[config.mk]
export PLATFORM = sky130hd
export DESIGN_NAME = chopper_fifo_scheduler
export DESIGN_NICKNAME = d
export VERILOG_FILES = /design/src/rtl/chopper_pkg.sv /design/src/rtl/rr_arb2.sv /design/src/rtl/chopper_fifo_scheduler.sv
export SDC_FILE = /design/constraint.sdc
export NUM_CORES = 1
export LEC_CHECK = 0
export ABC_AREA = 1
export CAP_MARGIN = 20
export CORE_MARGIN = 1.5
export CORE_UTILIZATION = 40
export CTS_BUF_LIST = sky130_fd_sc_hd__clkbuf_8
export DETAILED_ROUTE_END_ITERATION = 8
export GPL_ROUTABILITY_DRIVEN = 1
export PLACE_DENSITY = 0.83
export SYNTH_ARGS = -nofsm -noshare
export SYNTH_HDL_FRONTEND = slang
export SYNTH_HIERARCHICAL = 1
export SYNTH_SLANG_ARGS = --single-unit
[constraint.sdc]
create_clock -name Clk -period 2.7 [get_ports Clk]
set_clock_uncertainty 0.2 [all_clocks]
set_input_delay 0.54 -clock Clk [delete_from_list [all_inputs] [get_ports Clk]]
set_output_delay 0.54 -clock Clk [all_outputs]
set_load 0.05 [all_outputs]
[src/rtl/chopper_pkg.sv]
// Shared definitions for the chopper sub-packet path: header field layout,
// read-scheduler state encoding and header length to word-count geometry.
package chopper_pkg;

  localparam int unsigned LEN_LSB  = 0;
  localparam int unsigned LEN_MSB  = 15;
  localparam int unsigned TYPE_LSB = 16;
  localparam int unsigned TYPE_MSB = 23;

  typedef enum logic [2:0] {
    IDLE,
    HDR_RD,
    HDR_CAP,
    DATA,
    DONE
  } schedState_t;

  typedef struct packed {
    logic [15:0] words;
    logic [7:0]  lastMod;
  } pktGeom_t;

  // Word count is ceil(len / 2**lgBytes); the last word carries len mod bytes,
  // with a full word reported as the byte count rather than 0.
  function automatic pktGeom_t pktGeom(input logic [15:0] len, input int unsigned lgBytes);
    pktGeom_t    g;
    logic [15:0] rem;
    rem       = len & ((16'd1 << lgBytes) - 16'd1);
    g.words   = (len >> lgBytes) + {15'd0, (rem != 16'd0)};
    g.lastMod = (rem == 16'd0) ? 8'(32'd1 << lgBytes) : rem[7:0];
    return g;
  endfunction

endpackage

[src/rtl/rr_arb2.sv]
// Two-requester round-robin arbiter with packet-granular pointer: the pointer
// only moves on an explicit advance pulse, never on grant alone.
module rr_arb2 (
  input  logic       Clk,
  input  logic       Rst,
  input  logic [1:0] req,
  input  logic       advance,
  output logic [1:0] grant
);

  logic ptr;

  always_ff @(posedge Clk or posedge Rst) begin
    if (Rst) begin
      ptr <= 1'b0;
    end else if (advance) begin
      ptr <= ~ptr;
    end
  end

  always_comb begin
    grant = 2'b00;
    case (req)
      2'b01:   grant = 2'b01;
      2'b10:   grant = 2'b10;
      2'b11:   grant = ptr ? 2'b10 : 2'b01;
      default: grant = 2'b00;
    endcase
  end

endmodule

[src/rtl/chopper_fifo_scheduler.sv]
// Read-side scheduler for the two ping-pong sub-packet FIFOs: arbitrates per
// packet, parses the header and streams payload with Val/Sop/Eop/Mod framing.
module chopper_fifo_scheduler
  import chopper_pkg::*;
#(
  parameter int unsigned DAT_WIDTH   = 64,
  parameter logic [15:0] MAX_PKT_LEN = 16'd9600
) (
  input  logic                           Clk,
  input  logic                           Rst,
  input  logic                           fifo0_empty,
  input  logic                           fifo0_busy,
  output logic                           fifo0_rd,
  input  logic [DAT_WIDTH-1:0]           fifo0_data_out,
  input  logic                           fifo1_empty,
  input  logic                           fifo1_busy,
  output logic                           fifo1_rd,
  input  logic [DAT_WIDTH-1:0]           fifo1_data_out,
  input  logic                           Seq_Rdy,
  output logic                           Seq_Val,
  output logic                           Seq_Sop,
  output logic                           Seq_Eop,
  output logic [$clog2(DAT_WIDTH/8):0]   Seq_Mod,
  output logic [DAT_WIDTH-1:0]           Seq_Dat,
  output logic [15:0]                    Seq_PktLen,
  output logic [7:0]                     Seq_PktType,
  output logic                           Seq_Sel,
  output logic                           Seq_Error
);

  localparam int unsigned BYTES    = DAT_WIDTH / 8;
  localparam int unsigned LG_BYTES = $clog2(BYTES);
  localparam int unsigned MOD_W    = LG_BYTES + 1;

  schedState_t          state, stateNext;
  logic [1:0]           req, grant;
  logic                 advance, rdSel, rdData, rdOk, underrun, errNext;
  logic                 selEmpty, selBusy, lastWord;
  logic [DAT_WIDTH-1:0] curData;
  logic [63:0]          hdrWide;
  logic [15:0]          hdrLen;
  logic [7:0]           hdrType;
  logic                 hdrBad;
  logic                 unusedHdrBits;
  pktGeom_t             geom;
  logic [15:0]          wordsLeft;
  logic [MOD_W-1:0]     lastMod;
  logic                 sopPend;

  assign req = {(!fifo1_empty && !fifo1_busy), (!fifo0_empty && !fifo0_busy)};

  rr_arb2 uArb (
    .Clk     (Clk),
    .Rst     (Rst),
    .req     (req),
    .advance (advance),
    .grant   (grant)
  );

  assign selEmpty = Seq_Sel ? fifo1_empty : fifo0_empty;
  assign selBusy  = Seq_Sel ? fifo1_busy  : fifo0_busy;
  assign curData  = Seq_Sel ? fifo1_data_out : fifo0_data_out;

  // Header is widened so the type field exists even for 16-bit FIFOs.
  assign hdrWide       = 64'(curData);
  assign hdrLen        = hdrWide[LEN_MSB:LEN_LSB];
  assign hdrType       = hdrWide[TYPE_MSB:TYPE_LSB];
  assign unusedHdrBits = ^hdrWide[63:TYPE_MSB+1];
  assign hdrBad        = (hdrLen == 16'd0) || (hdrLen > MAX_PKT_LEN);
  assign geom          = pktGeom(hdrLen, LG_BYTES);

  assign lastWord = (wordsLeft == 16'd1);
  assign rdOk     = Seq_Rdy && !selEmpty && (wordsLeft != 16'd0);
  assign underrun = selEmpty && !selBusy && (wordsLeft != 16'd0);

  always_ff @(posedge Clk or posedge Rst) begin
    if (Rst) begin
      state <= IDLE;
    end else begin
      state <= stateNext;
    end
  end

  always_comb begin
    stateNext = state;
    rdSel     = 1'b0;
    advance   = 1'b0;
    errNext   = 1'b0;
    case (state)
      IDLE: begin
        if (grant != 2'b00) stateNext = HDR_RD;
      end
      HDR_RD: begin
        rdSel     = 1'b1;
        stateNext = HDR_CAP;
      end
      HDR_CAP: begin
        if (hdrBad) begin
          errNext   = 1'b1;
          advance   = 1'b1;
          stateNext = IDLE;
        end else begin
          stateNext = DATA;
        end
      end
      DATA: begin
        if (rdOk) begin
          rdSel = 1'b1;
          if (lastWord) stateNext = DONE;
        end else if (underrun) begin
          errNext   = 1'b1;
          advance   = 1'b1;
          stateNext = IDLE;
        end
      end
      DONE: begin
        advance   = 1'b1;
        stateNext = IDLE;
      end
      default: stateNext = IDLE;
    endcase
  end

  assign rdData   = rdSel && (state == DATA);
  assign fifo0_rd = rdSel && !Seq_Sel;
  assign fifo1_rd = rdSel && Seq_Sel;

  // FIFO read data lands one cycle after the strobe, aligned with Seq_Val.
  assign Seq_Dat = Seq_Val ? curData : '0;

  always_ff @(posedge Clk or posedge Rst) begin
    if (Rst) begin
      Seq_Val     <= 1'b0;
      Seq_Sop     <= 1'b0;
      Seq_Eop     <= 1'b0;
      Seq_Mod     <= '0;
      Seq_PktLen  <= '0;
      Seq_PktType <= '0;
      Seq_Sel     <= 1'b0;
      Seq_Error   <= 1'b0;
      wordsLeft   <= '0;
      lastMod     <= '0;
      sopPend     <= 1'b0;
    end else begin
      Seq_Val   <= rdData;
      Seq_Sop   <= rdData && sopPend;
      Seq_Eop   <= rdData && lastWord;
      Seq_Mod   <= rdData ? (lastWord ? lastMod : MOD_W'(BYTES)) : '0;
      Seq_Error <= errNext;
      if (state == IDLE && grant != 2'b00) begin
        Seq_Sel <= grant[1];
      end
      if (state == HDR_CAP) begin
        Seq_PktLen  <= hdrLen;
        Seq_PktType <= hdrType;
        wordsLeft   <= geom.words;
        lastMod     <= geom.lastMod[MOD_W-1:0];
        sopPend     <= 1'b1;
      end else if (rdData) begin
        wordsLeft <= wordsLeft - 16'd1;
        sopPend   <= 1'b0;
      end
    end
  end

endmodule

run_1/met2.png
Cells faint in the background.
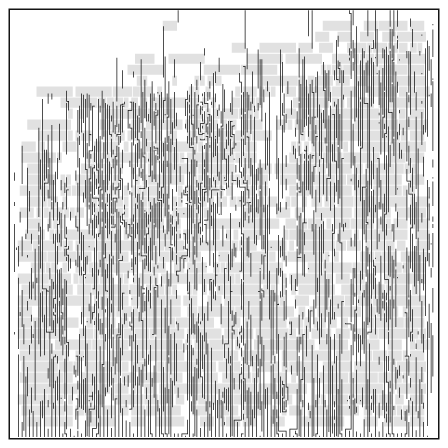
wire length on this layer	8870 um
main direction	vertical
share of all routed wire	49%
longest straight run	46.9 um
Detailed Route WL: 17900 um
via count: 5517
met2 track utilization from global routing: 0.561

run_1/final_clocks.png
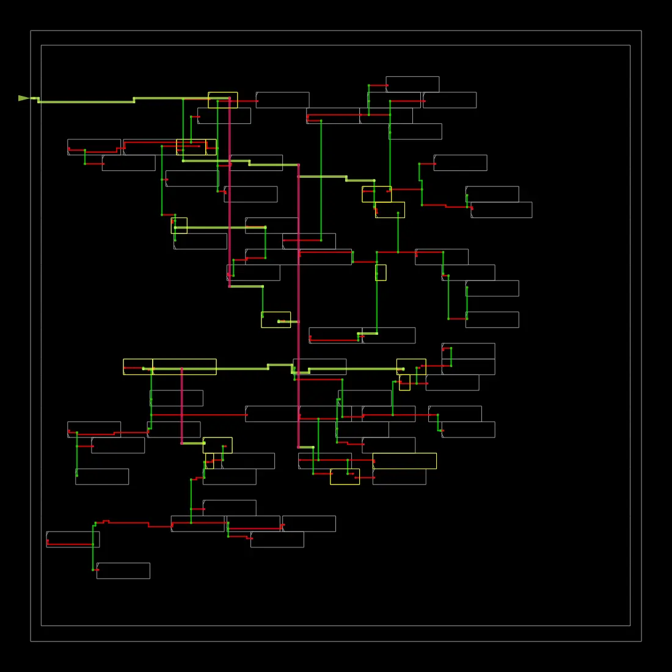
Clk. pwr: 0.876 mW
Skew-Pair Late Insertion Delay: 350 ps

run_1/drive_strength.png
Scale bar: 20 um.
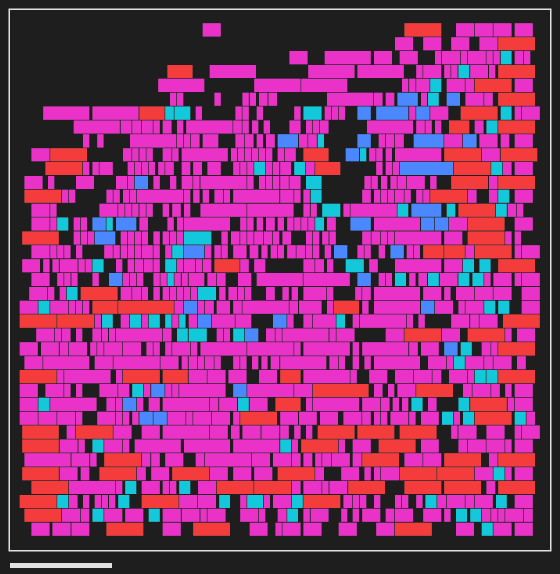
color	size	cells	share	most used
magenta	drive 1 or less	711	78%	clkdlybuf4s50_1
cyan	drive 2	80	8.8%	nor2_2
blue	drive 3 to 4	35	3.9%	buf_4
red	drive 6 and up	83	9.1%	buf_12
buffers outside the clock class: 262
growth of design area from synthesis to finish: 84.9%

==> impl_report.txt, run 1 <==
FLOW METRICS REPORT
----------------------------------------------------
[Status]
  Result of the run ........................ finished clean

[Clock network]
  CTS H-tree depth ........................ 3
  Total of hold buffers inserted after clock tree synthesis ........................ 0
  Buffers from clock root to sink, at most ........................ 2
  Root buffer cell ........................ clkbuf_8
  Clock sinks ........................ 57
  TritonCTS Buffers ........................ 9
  Clock slew at the register clock pins of the worst setup and hold paths ........................ 70 ps
  Post CTS Setup Buffer Count ........................ 5
  Clock tree from TritonCTS ........................ built
  Number of gates resized after cts ........................ 3

[Routing]
  Number of optimization iterations in the first detailed-route pass ........................ 5
  Violation count after the first detailed-routing iteration ........................ 635
  Routed wirelength normalized by instance count ........................ 17.2 um
  Average via count per standard cell ........................ 5.28
  DRC ........................ 0
  Post-route ant nets ........................ 0

[Yosys]
  Mean instance size in the synthesized netlist ........................ 6.38 sq um
  Number of cells in the yosys synthesis report ........................ 664
  Synthesized flop and latch total ........................ ~57
  Post-synthesis cell type count ........................ 38
  Summed standard-cell area reported by yosys ........................ 0.00424 sq mm
  Post-Syn Instances ........................ 664
  Number of warnings printed during yosys synthesis ........................ 6
  Post-synthesis net count ........................ ~800
  Post-Syn Area ........................ 0.00424 sq mm
  Post-synth seq share ........................ 0.337

[Critical path]
  Worst setup EP type ........................ output port
  Critical path arrival ........................ 1900 ps
  Worst Path Max Fanout ........................ 8
  Type of the setup path with the least slack ........................ flip-flop to output port
  Req. time, crit path ........................ 1960 ps
  Critical path startpoint category ........................ flip-flop

[Pwr]
  Peak supply drop ........................ 634 uV
  Cell area power density ........................ 930 mW/mm^2
  Leakage power figure ........................ 3.44 nW

[STA]
  Actual slew at the worst max-slew pin ........................ between 500 and 600 ps
  Max-slew headroom at the worst pin ........................ 0.611
  Setup repair after global routing missed its margin ........................ yes
  Final worst path period need ........................ 2640 ps
  Setup violation total in the final timing report ........................ 0
  Achievable frequency ........................ 379 MHz
  Max Slew Vio Count ........................ 0
  Setup tns final ........................ 0 ps
  Hold Vio Cnt, Final ........................ 0
  Post-Route Hold Slack ........................ roughly 210 ps
  Final worst-path cycle share ........................ 0.977

[Global routing]
  Total congestion overflow ........................ 0
  Wire length of the first global-routing pass ........................ 28700 um
  GRT Total Usage ........................ 0.325
  Antenna violations before repair ........................ 0
  Via count of the first global-routing pass ........................ roughly 5700
  Maximum number of pins on one net before global-route repair ........................ approximately 57

[Cells and area]
  Multi-input logic portion of the cell area ........................ 0.328
  Area occupied by multi-input gates ........................ 0.00257 sq mm
  Fraction of layout cells with a size suffix above 1 ........................ 0.218
  Non-clock buffers, area share ........................ 0.414
  Flop count ........................ roughly 57
  Number of antenna diodes ........................ 0
  Multi-In Gates ........................ 519
  Fill cell instance count of the final layout ........................ 703
  Number of nets in the finished design ........................ about 1000
  Share of the final layout cell area in sequential cells ........................ 0.183
  Clock distribution area overhead in the final layout ........................ 0.0268
  Max-area cell class ........................ buffers
  Seq. cell area ........................ about 0.0014 sq mm
  Number of ordinary inverters in the final layout ........................ 55
  Clock buffer cells ........................ 9

[Die]
  Starting utilization of the core area ........................ 0.412
  I/O pin count ........................ 234
  Core area ........................ approximately 0.010 sq mm
  Die X ........................ roughly 110 um
  Die footprint ........................ 0.0112 sq mm
  Die Height ........................ 106 um
  Total number of placement rows ........................ 37
  Count of inserted tapcells ........................ 136

[Worst hold path]
  Type of the tightest min-delay check ........................ input port to asynchronous set/reset pin

[Run]
  Maximum Capacitance Violations ........................ 0
  Total tool warning count ........................ 30

[Place]
  IO Port Bufs ........................ between 200 and 250
  Detail Placement HPWL ........................ ~14000 um
  Final GP Congestion ........................ 0.955

----------------------------------------------------
run 1: cell families (layout without fill, tap and decap cells):
family	after synthesis	after routing	synth area share
buffers and inverters	88	333	0.0948
adders and majority gates	5	5	0.0148
and+or+nand+nor	392	392	0.389
DFF	57	57	0.337
muxes	8	8	0.0189
xor gates and xnor gates	3	3	0.00620
AOI/OAI and AO/OA	111	111	0.140
run 1: through the flow:
stage	utilization	instance area, sq um	worst slack [ps]	total power [mW]	instances
floorplan	-	4350	-54.9	4.47	664
global placement	0.729	7490	-9.87	6.00	1021
detailed placement	0.729	7490	-166	6.15	1021
CTS	0.754	7740	1.93	7.11	1042
global route	0.762	7830	-6.94	7.72	1045
finish	0.762	7830	62.9	7.28	1045
run 1: cell usage after synthesis, drive strengths merged:
cell	number	area, sq um
nand2	164	648
o21ai	80	404
dfrtp	57	1430
o31ai	1	7.51
nand3b	1	7.51
a31o	1	8.76
xor2	3	26.3
o21a	2	15.0
nor3	5	30.0
nor4	1	6.26
nor2	182	718
a21oi	16	80.1
inv	55	214
nand4	6	37.5
a32o	1	10.0
a31oi	6	37.5
clkbuf	14	52.6
mux2i	8	80.1
o22ai	1	6.26
o211ai	3	22.5
and2	1	6.26
buf	19	135
ha	5	62.6
nand3	32	193
run 1: sequential cells by signal, summed over array words and instances (netlist names):
name         cells
Seq_Eop          1
Seq_Error        1
Seq_Mod          4
Seq_PktLen      15
Seq_PktType      8
Seq_Sel          1
Seq_Sop          1
Seq_Val          1
lastMod          4
sopPend          1
state            3
uArb/ptr         1
wordsLeft       16
run 1: critical path, stage by stage, from the launching register on:
cell and delay [ps]:
dfrtp_4 500, buf_12 150, buf_4 160, buf_4 170, nand2_1 70, nand2_1 120
inv_2 160, nor2_4 60, buf_12 160
run 1: worst paths after layout:
kind / start / cells after the start / slack [ps] / end
min in group Clk: wordsLeft[15] / 1 / 270 / wordsLeft[15]
max in group asynchronous: Rst / 3 / 1530 / Seq_Sel
hold / removal: Rst / 2 / 210 / uArb/ptr
setup / recovery: Seq_Sel / 8 / 60 / Seq_Dat[10]
setup reg to reg: Seq_Sel / 15 / 120 / wordsLeft[10]
hold reg to reg: wordsLeft[15] / 1 / 270 / wordsLeft[15]
run 1: cells in the final DEF, fill, tap and decap left out, types with 5 or more instances in the layout:
master and n:
clkdlybuf4s50_1 166, nand2_1 149, nor2_1 130, o21ai_0 73, buf_12 68, dfrtp_1 56
inv_1 49, nor2_2 47, nand3_1 27, buf_4 24, nand2_2 14, a21oi_1 14
clkbuf_8 9, mux2i_1 8, inv_2 6, a31oi_1 6, nand4_1 6, nor2_4 5
o21ai_1 5
run 1: where the power goes:
| part | internal [mW] | switching [mW] | total, mW |
|---|---|---|---|
| Sequential | 1.20 | 0.247 | 1.45 |
| Combinational | 1.76 | 3.21 | 4.96 |
| Clock | 0.511 | 0.365 | 0.876 |
run 1: per-layer routing:
layer  up-vias  wire length, um  global-route usage
li1       2601                -                   -
met1      2545             6410               0.359
met2       302             8870               0.561
met3        69             1690              0.0975
met4         0              965               0.173
met5         -                0                   0
run_1/met4.png
Scale bar: 20 um. Cells faint in the background.
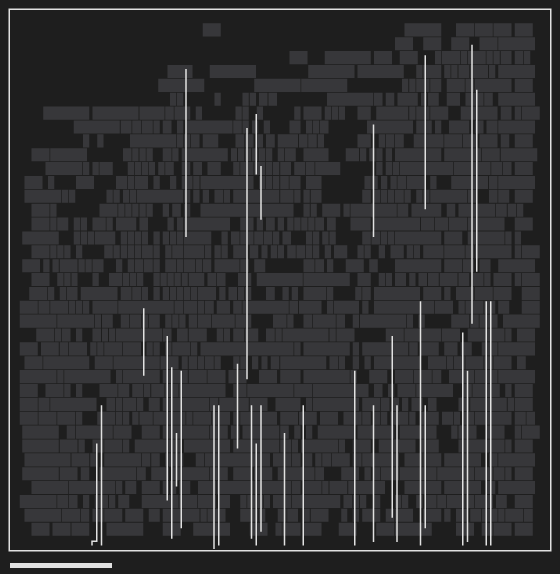

==> run 2, diff against run 1 <==
Settings changed: CTS_CLUSTER_DIAMETER set to 120, TNS_END_PERCENT set to 50.
Clock period 2.7 ns to 2.96 ns, I/O delays scaled along.
run_2/met4.png
Scale bar: 20 um. Cells faint in the background.
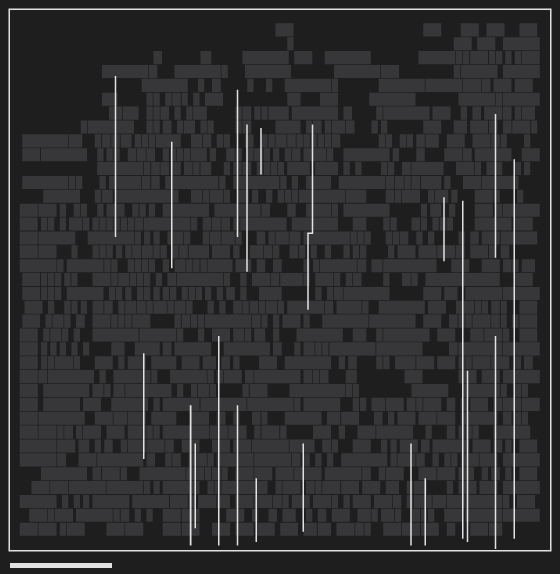
main direction	vertical
wire length on this layer	608 um
via count: 5336
Detailed Route WL: 16600 um

==> run 2 against run 1 <==
Compared with the run above:
- clock-buffer cell count is 2 higher
- clock power fell by 2%
- die size stayed put
- sequential power down 6%
==> impl_report.txt, run 2 <==
FLOW METRICS REPORT
----------------------------------------------------
[Global routing]
  GRT Total Usage ........................ 0.295 (was 0.325)
  Total congestion overflow ........................ 0 (unchanged)
  Antenna violations before repair ........................ 3 (was 0)
  Via count of the first global-routing pass ........................ 5044 (was 5709)
  Maximum number of pins on one net before global-route repair ........................ 57 (unchanged)
  Wire length of the first global-routing pass ........................ 25800 um (was 28700 um)

[STA]
  Actual slew at the worst max-slew pin ........................ 769 ps (was 581 ps)
  Max-slew headroom at the worst pin ........................ 0.487 (was 0.611)
  Max Slew Vio Count ........................ 0 (unchanged)
  Setup slack of the critical path after layout ........................ 167 ps (was 62.9 ps)
  Hold Vio Cnt, Final ........................ 0 (unchanged)
  Final worst-path cycle share ........................ 0.944
  Final worst path period need ........................ 2790 ps
  Setup repair after global routing missed its margin ........................ no (was yes)
  Setup tns final ........................ 0 ps (unchanged)
  Achievable frequency ........................ 358 MHz
  Setup violation total in the final timing report ........................ 0 (unchanged)
  Post-Route Hold Slack ........................ 228 ps (was 205 ps)

[Critical path]
  Reg-to-Reg End ........................ wordsLeft[10] (unchanged)
  Critical path arrival ........................ 2000 ps (was 1900 ps)
  Largest stage delay, worst path ........................ 600 ps (was 500 ps)
  Worst setup EP type ........................ output port (unchanged)
  Req. time, crit path ........................ 2170 ps (was 1960 ps)
  Worst R2R Setup Slack ........................ 290 ps (was 120 ps)
  Type of the setup path with the least slack ........................ flip-flop to output port (unchanged)
  Worst Path Max Fanout ........................ 35 (was 8)
  Destination of the critical timing path ........................ Seq_Dat[5] (was Seq_Dat[10])
  Count of cells along the worst register-to-register path ........................ 14 (was 15)
  Series of cell instances along the critical path ........................ inv_8, nand2_1, nand2_2, inv_1, nor2_1, buf_12 (was buf_12, buf_4, buf_4, nand2_1, nand2_1, inv_2, nor2_4, buf_12)
  Library cell contributing the largest single delay on the critical path ........................ dfrtp_4 (unchanged)
  Reg-to-Reg Start ........................ Seq_Sel (unchanged)
  Critical path startpoint category ........................ flip-flop (unchanged)
  Critical path origin ........................ Seq_Sel (unchanged)

[Routing]
  Routed wirelength normalized by instance count ........................ 16.0 um (was 17.2 um)
  Average via count per standard cell ........................ 5.16 (was 5.28)
  Number of optimization iterations in the first detailed-route pass ........................ 7 (was 5)
  Post-route ant nets ........................ 0 (unchanged)
  Violation count after the first detailed-routing iteration ........................ 361 (was 635)
  DRC ........................ 0 (unchanged)

[Yosys]
  Post-Syn Area ........................ 0.00424 sq mm (unchanged)
  Summed standard-cell area reported by yosys ........................ 0.00424 sq mm (unchanged)
  Dominant cell by count in the synthesized netlist ........................ nor2_1 (unchanged)
  Top post-synthesis cells by count ........................ 174 x nor2_1, 153 x nand2_1, 73 x o21ai_0 (unchanged)
  Post-synth seq share ........................ 0.337 (unchanged)
  Leading cell types by total area after synthesis ........................ dfrtp_1 34%, nor2_1 15%, nand2_1 14% (unchanged)
  Flip-flop cell with the highest count after synthesis ........................ dfrtp_1 (unchanged)
  Number of cells in the yosys synthesis report ........................ 664 (unchanged)
  Mean instance size in the synthesized netlist ........................ 6.38 sq um (unchanged)
  Post-synthesis cell type with the largest combined area ........................ dfrtp_1 (unchanged)
  Post-synthesis net count ........................ 804 (unchanged)
  Share of the synthesized area in the top cell type ........................ 0.337 (unchanged)
  Post-synth tally of flip-flops with integrated enable ........................ 0 (unchanged)
  Post-synthesis cell type count ........................ 38 (unchanged)
  Number of warnings printed during yosys synthesis ........................ 6 (unchanged)
  Post-Syn Instances ........................ 664 (unchanged)
  Synthesized flop and latch total ........................ 57 (unchanged)
  Asr flop ratio synth ........................ 1.00 (unchanged)

[Cells and area]
  Finished Core Util ........................ 0.728 (was 0.762)
  Growth of design area from synthesis to finish ........................ 76.6% (was 84.9%)
  Cell Count, Final, Fillers Out ........................ 1035 (was 1045)
  Biggest registers after layout ........................ wordsLeft (16), Seq_PktLen (15), Seq_PktType (8) (unchanged)
  Fraction of layout cells with a size suffix above 1 ........................ 0.147 (was 0.218)
  Most common cell after layout, fill and taps aside ........................ nor2_1 (was clkdlybuf4s50_1)
  Max FFs per register ........................ 16 (unchanged)
  Most frequently placed logic cells in the final layout ........................ 174 x nor2_1, 165 x clkdlybuf4s50_1, 152 x nand2_1 (was 166 x clkdlybuf4s50_1, 149 x nand2_1, 130 x nor2_1)
  Number of nets in the finished design ........................ 1031 (was 1044)
  Fill cell instance count of the final layout ........................ 814 (was 703)
  Top reg by flops ........................ wordsLeft (unchanged)

[Clock network]
  Skew-Pair Late Insertion Delay ........................ 360 ps (was 350 ps)
  CTS H-tree depth ........................ 3 (unchanged)
  Root buffer cell ........................ clkbuf_8 (unchanged)
  Clock slew at the register clock pins of the worst setup and hold paths ........................ 70 ps (about the same)
  Clock tree from TritonCTS ........................ built (unchanged)
  TritonCTS Buffers ........................ 9 (unchanged)
  Clock sinks ........................ 57 (unchanged)
  Buffers from clock root to sink, at most ........................ 2 (unchanged)

[Place]
  Setup slack after placement ........................ 107 ps (was -166 ps)
  Total placed cells including tap cells ........................ 1016 (was 1021)
  Final GP Congestion ........................ 0.903 (was 0.955)
  Detail Placement HPWL ........................ 12900 um (was 13900 um)
  IO Port Bufs ........................ 233 (unchanged)

[Die]
  Die X ........................ 106 um (unchanged)
  Die footprint ........................ 0.0112 sq mm (unchanged)
  Starting utilization of the core area ........................ 0.412 (unchanged)
  Die Height ........................ 106 um (unchanged)
  Total number of placement rows ........................ 37 (unchanged)
  Core area ........................ 0.0103 sq mm (unchanged)
  I/O pin count ........................ 234 (unchanged)

[Status]
  Result of the run ........................ finished clean (unchanged)

[Run]
  Total tool warning count ........................ 29 (was 30)
  Maximum Capacitance Violations ........................ 0 (unchanged)

[Pwr]
  Logic gate share of total power ........................ 0.650 (was 0.681)
  Cell area power density ........................ 848 mW/mm^2 (was 930 mW/mm^2)
  Switching share of power ........................ 0.522 (was 0.524)
  Net switching power figure ........................ 3.31 mW (was 3.82 mW)
  Share of total power in the clock network ........................ 0.135 (was 0.120)
  Peak supply drop ........................ 581 uV (was 634 uV)
  Leakage power figure ........................ 3.38 nW (was 3.44 nW)
  Share of power burned in registers ........................ 0.215 (was 0.198)
  Internal power consumption ........................ 3.04 mW (was 3.46 mW)

[Worst hold path]
  Type of the tightest min-delay check ........................ input port to asynchronous set/reset pin (unchanged)

----------------------------------------------------
## run 2: cell count changes in the layout (fill, tap and decap cells not counted), moves of 3 or more
cell | before | now
nor2_1 | 130 | 174
nor2_2 | 47 | 5
buf_12 | 68 | 59
inv_2 | 6 | 2
buf_6 | 3 | 0
diode_2 | 0 | 3
inv_1 | 49 | 52
nand2_1 | 149 | 152
nand2_2 | 14 | 11
## run 2: power by group through the flow
stage | clock, mW | sequential [mW] | combinational [mW]
floorplan | 0 | 1.85 | 2.17
global placement | 0 | 1.35 | 4.02
detailed placement | 0 | 1.36 | 4.08
CTS | 0.858 | 1.35 | 4.12
global route | 0.891 | 1.40 | 4.45
finish | 0.857 | 1.36 | 4.13
## run 2: cell families after synthesis
kind of cell             synth area share
AND/OR/NAND/NOR                     0.389
AND-OR/OR-AND                       0.140
multiplexers                       0.0189
flip-flops                          0.337
buffers and inverters              0.0948
adder cells (fa/ha/maj)            0.0148
XOR/XNOR                          0.00620
## run 2: layout make-up
type | count | area [sq um] | share of cell area
diodes | 3 | 7.51 | 0.00100
clock buffers | 11 | 151 | 0.0202
clock inverters | 5 | 77.6 | 0.0104
inverters | 55 | 214 | 0.0286
multi-input cells | 519 | 2410 | 0.322
flip-flops and latches | 57 | 1430 | 0.191
well taps | 136 | 170 | 0.0227
repair buffers | 249 | 3020 | 0.404
## run 2: worst min path at each step
stage                     slack, ps             to  cells past startpoint          start
after floorplan                 120       uArb/ptr                      1            Rst
after global placement          250  wordsLeft[15]                      1  wordsLeft[15]
after detailed placement        260  wordsLeft[15]                      1  wordsLeft[15]
after CTS                       230       uArb/ptr                      2            Rst
after global routing            230       uArb/ptr                      2            Rst
final                           230       uArb/ptr                      2            Rst
## run 2: what timing repair did
action | CTS | global route
hold endpoints to repair | 0 | 0
endpoints found under the setup margin | 0 | 1
setup buffers | 0 | 0
hold buffers | 0 | 0
gates resized | 0 | 1
## run 2: routing by layer
layer / global-route usage / share of wire / vias to the layer above
met4: 0.142 / 0.037 / 0
met5: 0 / 0 / -
met2: 0.509 / 0.50 / 226
met3: 0.0822 / 0.077 / 46
li1: - / - / 2570
met1: 0.338 / 0.39 / 2494
## run 2: per-stage QoR
step	instance area, sq um	total power [mW]
finish	7480	6.35
global route	7480	6.74
CTS	7470	6.33
detailed placement	7240	5.44
global placement	7240	5.37
floorplan	4240	4.02
## run 2: critical path, delay by kind of cell (launching register included)
family,cells,cell delay [ps]
AND/OR/NAND/NOR,3,530
buffers and inverters,3,490
flip-flops,1,600
run_2/drive_strength.png
Scale bar: 20 um.
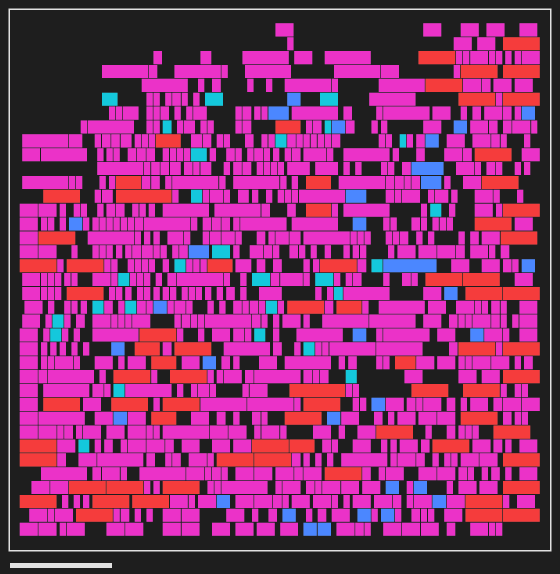

==> run 3, diff against run 2 <==
Settings changed: CORE_UTILIZATION 40 to 36, CTS_CLUSTER_DIAMETER 120 to unset, PLACE_DENSITY 0.83 to 0.79.
Clock period 2.96 ns to 2.4 ns, I/O delays scaled along.
run_3/drive_strength.png
Scale bar: 20 um.
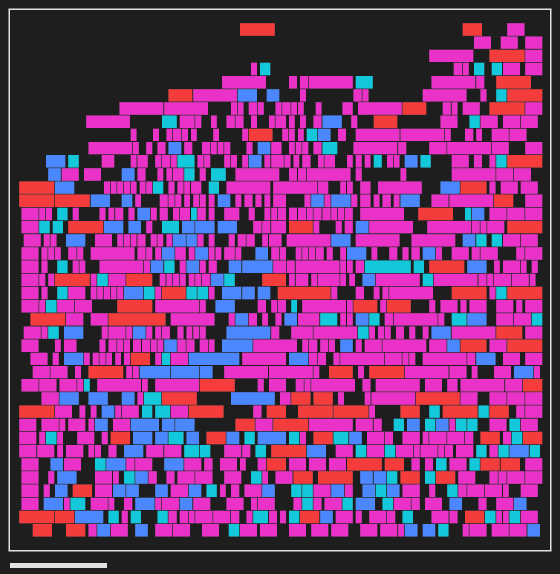
growth of design area from synthesis to finish: 93.5%
final instance area: 0.00820 sq mm
setup slack of the critical path after layout: -54.9 ps
buffers outside the clock class: 297

==> run 3 against run 2 <==
Compared with the run above:
- the run now ends with setup timing left
- sequential cell count did not move
- highest routed layer unchanged
- cell count is 5.0% higher
- first-iteration DRC count rose by 25%
- synthesized cell count stayed put
- largest cell class unchanged
- core utilization fell by 1.3 points
- setup slack lost 220 ps
- clock-buffer cell count down 1
- non-clock buffer count rose by 48
==> impl_report.txt, run 3 <==
FLOW METRICS REPORT
----------------------------------------------------
[Status]
  Result of the run ........................ finished with violations (was finished clean)
  Violated checks ........................ setup timing

[Cells and area]
  Number of antenna diodes ........................ 0 (was 3)
  Top reg by flops ........................ wordsLeft (unchanged)
  Finished Core Util ........................ 0.715 (was 0.728)
  Number of nets in the finished design ........................ 1079 (was 1031)
  Most frequently placed logic cells in the final layout ........................ 165 x clkdlybuf4s50_1, 131 x nand2_1, 101 x nor2_1 (was 174 x nor2_1, 165 x clkdlybuf4s50_1, 152 x nand2_1)
  Max FFs per register ........................ 16 (unchanged)
  Fill cell instance count of the final layout ........................ 890 (was 814)
  Biggest registers after layout ........................ wordsLeft (16), Seq_PktLen (15), Seq_PktType (8) (unchanged)
  Cell Count, Final, Fillers Out ........................ 1087 (was 1035)
  Most common cell after layout, fill and taps aside ........................ clkdlybuf4s50_1 (was nor2_1)
  Fraction of layout cells with a size suffix above 1 ........................ 0.311 (was 0.147)

[Routing]
  Routed length on met2 ........................ 8510 um (was 8230 um)
  Violation count after the first detailed-routing iteration ........................ 452 (was 361)
  Average via count per standard cell ........................ 5.07 (was 5.16)
  Routed wirelength normalized by instance count ........................ 16.3 um (was 16.0 um)
  Met3 wire length ........................ 1360 um (was 1280 um)
  Top layer reached by signal wires ........................ met4 (unchanged)
  DRC ........................ 0 (unchanged)
  Number of optimization iterations in the first detailed-route pass ........................ 5 (was 7)
  Post-route met1 wirelength ........................ 7570 um (was 6470 um)
  Detailed Route WL ........................ 17800 um (was 16600 um)
  Via count ........................ 5514 (was 5336)
  Post-route ant nets ........................ 0 (unchanged)

[Yosys]
  Top post-synthesis cells by count ........................ 174 x nor2_1, 153 x nand2_1, 73 x o21ai_0 (unchanged)
  Post-synth seq share ........................ 0.337 (unchanged)
  Share of the synthesized area in the top cell type ........................ 0.337 (unchanged)
  Post-Syn Area ........................ 0.00424 sq mm (unchanged)
  Post-Syn Instances ........................ 664 (unchanged)
  Flip-flop cell with the highest count after synthesis ........................ dfrtp_1 (unchanged)
  Leading cell types by total area after synthesis ........................ dfrtp_1 34%, nor2_1 15%, nand2_1 14% (unchanged)
  Summed standard-cell area reported by yosys ........................ 0.00424 sq mm (unchanged)
  Number of cells in the yosys synthesis report ........................ 664 (unchanged)
  Dominant cell by count in the synthesized netlist ........................ nor2_1 (unchanged)
  Post-synthesis net count ........................ 804 (unchanged)
  Synthesized flop and latch total ........................ 57 (unchanged)
  Asr flop ratio synth ........................ 1.00 (unchanged)
  Post-synth tally of flip-flops with integrated enable ........................ 0 (unchanged)
  Mean instance size in the synthesized netlist ........................ 6.38 sq um (unchanged)
  Post-synthesis cell type count ........................ 38 (unchanged)
  Post-synthesis cell type with the largest combined area ........................ dfrtp_1 (unchanged)
  Number of warnings printed during yosys synthesis ........................ 6 (unchanged)

[Clock network]
  Root buffer cell ........................ clkbuf_8 (unchanged)
  TritonCTS Buffers ........................ 9 (unchanged)
  Buffers from clock root to sink, at most ........................ 2 (unchanged)
  Clock slew at the register clock pins of the worst setup and hold paths ........................ 70 ps (about the same)
  Total of hold buffers inserted after clock tree synthesis ........................ 0 (unchanged)
  Skew-Pair Late Insertion Delay ........................ 340 ps (was 360 ps)
  Clock sinks ........................ 57 (unchanged)
  CTS H-tree depth ........................ 3 (unchanged)
  Clock tree from TritonCTS ........................ built (unchanged)

[STA]
  Actual slew at the worst max-slew pin ........................ 564 ps (was 769 ps)
  Max Slew Vio Count ........................ 0 (unchanged)
  Max-slew headroom at the worst pin ........................ 0.623 (was 0.487)
  Setup repair after global routing missed its margin ........................ yes (was no)
  Achievable frequency ........................ 407 MHz
  Hold Vio Cnt, Final ........................ 0 (unchanged)
  Post-Route Hold Slack ........................ 124 ps (was 228 ps)
  Final worst path period need ........................ 2450 ps
  Setup violation total in the final timing report ........................ 9 (was 0)
  Final worst-path cycle share ........................ 1.02
  Setup slack of the critical path after layout ........................ -54.9 ps (was 167 ps)

[Pwr]
  Peak supply drop ........................ 1110 uV (was 581 uV)
  Cell area power density ........................ 1100 mW/mm^2 (was 848 mW/mm^2)
  Leakage power figure ........................ 3.62 nW (was 3.38 nW)

[Critical path]
  CP Depth ........................ 7 (was 6)
  Critical path startpoint category ........................ flip-flop (unchanged)
  Largest stage delay, worst path ........................ 570 ps (was 600 ps)
  Cell family with the largest share of critical-path delay ........................ flip-flops (unchanged)
  Count of cells along the worst register-to-register path ........................ 11 (was 14)
  Series of cell instances along the critical path ........................ buf_12, nand2_4, nand2_4, nor2_4, nand3_4, a21oi_4, buf_12 (was inv_8, nand2_1, nand2_2, inv_1, nor2_1, buf_12)
  Worst setup EP type ........................ output port (unchanged)
  Type of the setup path with the least slack ........................ flip-flop to output port (unchanged)
  Worst Path Max Fanout ........................ 6 (was 35)
  Critical path arrival ........................ 1770 ps (was 2000 ps)
  Req. time, crit path ........................ 1720 ps (was 2170 ps)
  Worst path buffer plus inverter count ........................ 2 (was 3)
  Library cell contributing the largest single delay on the critical path ........................ dfrtp_4 (unchanged)

[Die]
  Core area ........................ 0.0115 sq mm (was 0.0103 sq mm)
  I/O pin count ........................ 234 (unchanged)
  Total number of placement rows ........................ 39 (was 37)
  Starting utilization of the core area ........................ 0.369 (was 0.412)
  Die footprint ........................ 0.0124 sq mm (was 0.0112 sq mm)
  Die Height ........................ 111 um (was 106 um)
  Die X ........................ 111 um (was 106 um)

[Global routing]
  Total congestion overflow ........................ 0 (unchanged)
  Maximum number of pins on one net before global-route repair ........................ 57 (unchanged)
  Antenna violations before repair ........................ 0 (was 3)
  GRT Total Usage ........................ 0.271 (was 0.295)
  Wire length of the first global-routing pass ........................ 27200 um (was 25800 um)
  Via count of the first global-routing pass ........................ 5339 (was 5044)

[Worst hold path]
  Type of the tightest min-delay check ........................ input port to asynchronous set/reset pin (unchanged)

[Place]
  IO Port Bufs ........................ 233 (unchanged)
  Total placed cells including tap cells ........................ 1049 (was 1016)
  Setup slack after placement ........................ -308 ps (was 107 ps)
  Final GP Congestion ........................ 0.894 (was 0.903)
  Detail Placement HPWL ........................ 12400 um (was 12900 um)

[Run]
  Total tool warning count ........................ 31 (was 29)
  Maximum Capacitance Violations ........................ 0 (unchanged)

----------------------------------------------------
run 3: cell types whose count changed in the layout (fill, tap and decap cells not counted), moves of 24 or more:
cell     before  now
nor2_1      174  101
nor2_2        5   54
buf_4        25   66
o21ai_0      73   42
buf_6         0   27
buf_12       59   33
nor2_4        3   27
run 3: power breakdown:
| part | internal (mW) | switching, mW | total (mW) |
|---|---|---|---|
| combinational | 2.50 | 3.96 | 6.46 |
| clock | 0.500 | 0.403 | 0.902 |
| sequential | 1.35 | 0.297 | 1.65 |
run 3: metal layers:
metal,track usage,vias to the layer above
met5,0,-
met3,0.0653,29
li1,-,2664
met1,0.370,2575
met2,0.434,246
met4,0.0675,0
run 3: per-stage QoR:
| stage | instance area (sq um) | total power, mW | TNS, ps |
|---|---|---|---|
| finish | 8200 | 9.01 | -148 |
| global route | 8200 | 9.56 | -1270 |
| detailed placement | 7240 | 6.97 | -1680 |
| global placement | 7240 | 6.90 | -1120 |
| floorplan | 4420 | 5.08 | -779 |
| CTS | 7770 | 8.40 | -300 |
run 3: area by class of cell:
cell class	count	area, sq um	area share
clock buffers	10	138	0.0168
clock inverters	6	58.8	0.00718
multi-input cells	519	2940	0.359
well taps	143	179	0.0218
inverters	55	219	0.0267
flip-flops and latches	57	1430	0.175
repair buffers	297	3230	0.394
run 3: kinds of logic after synthesis:
logic type                 count (synthesis)  share of synthesized area
AOI/OAI and AO/OA                        111                      0.140
xor gates and xnor gates                   3                    0.00620
adders and majority gates                  5                     0.0148
buffers and inverters                     88                     0.0948
DFF                                       57                      0.337
muxes                                      8                     0.0189
and+or+nand+nor                          392                      0.389
run 3: path summary, 6_finish.rpt:
check / slack, ps / end / startpoint
worst max-delay path: -50 / fifo1_rd / Seq_Sel
max in group asynchronous: 1390 / wordsLeft[2] / Rst
worst min-delay path: 120 / uArb/ptr / Rst
worst max register to register: -20 / wordsLeft[2] / Seq_Sel
min in group Clk: 280 / wordsLeft[15] / wordsLeft[15]
worst min register to register: 280 / wordsLeft[15] / wordsLeft[15]
run 3: what timing repair did:
action,CTS,global route
setup endpoints to repair,41,65
buffers inserted,14,6
pin swaps,7,32
endpoints found under the hold margin,0,0
resized,69,102
gates cloned,1,1

==> gallery <==
Signal wires by layer.
Two of the layers only.
image #1
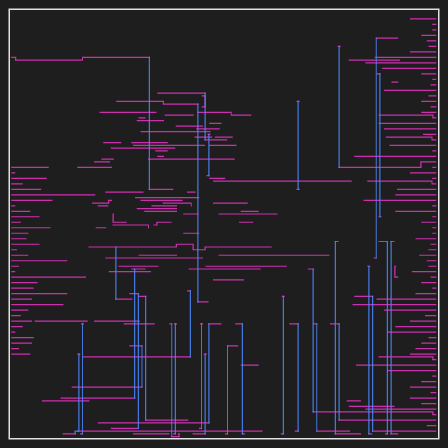
image #2
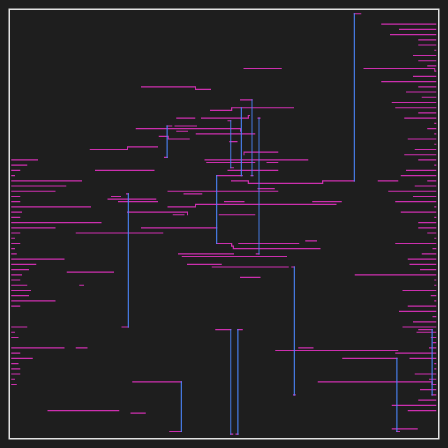
Image #1 is run 1.
Image #2 is run 3.

No activity file was given, so power comes from the tool's default toggle rates.
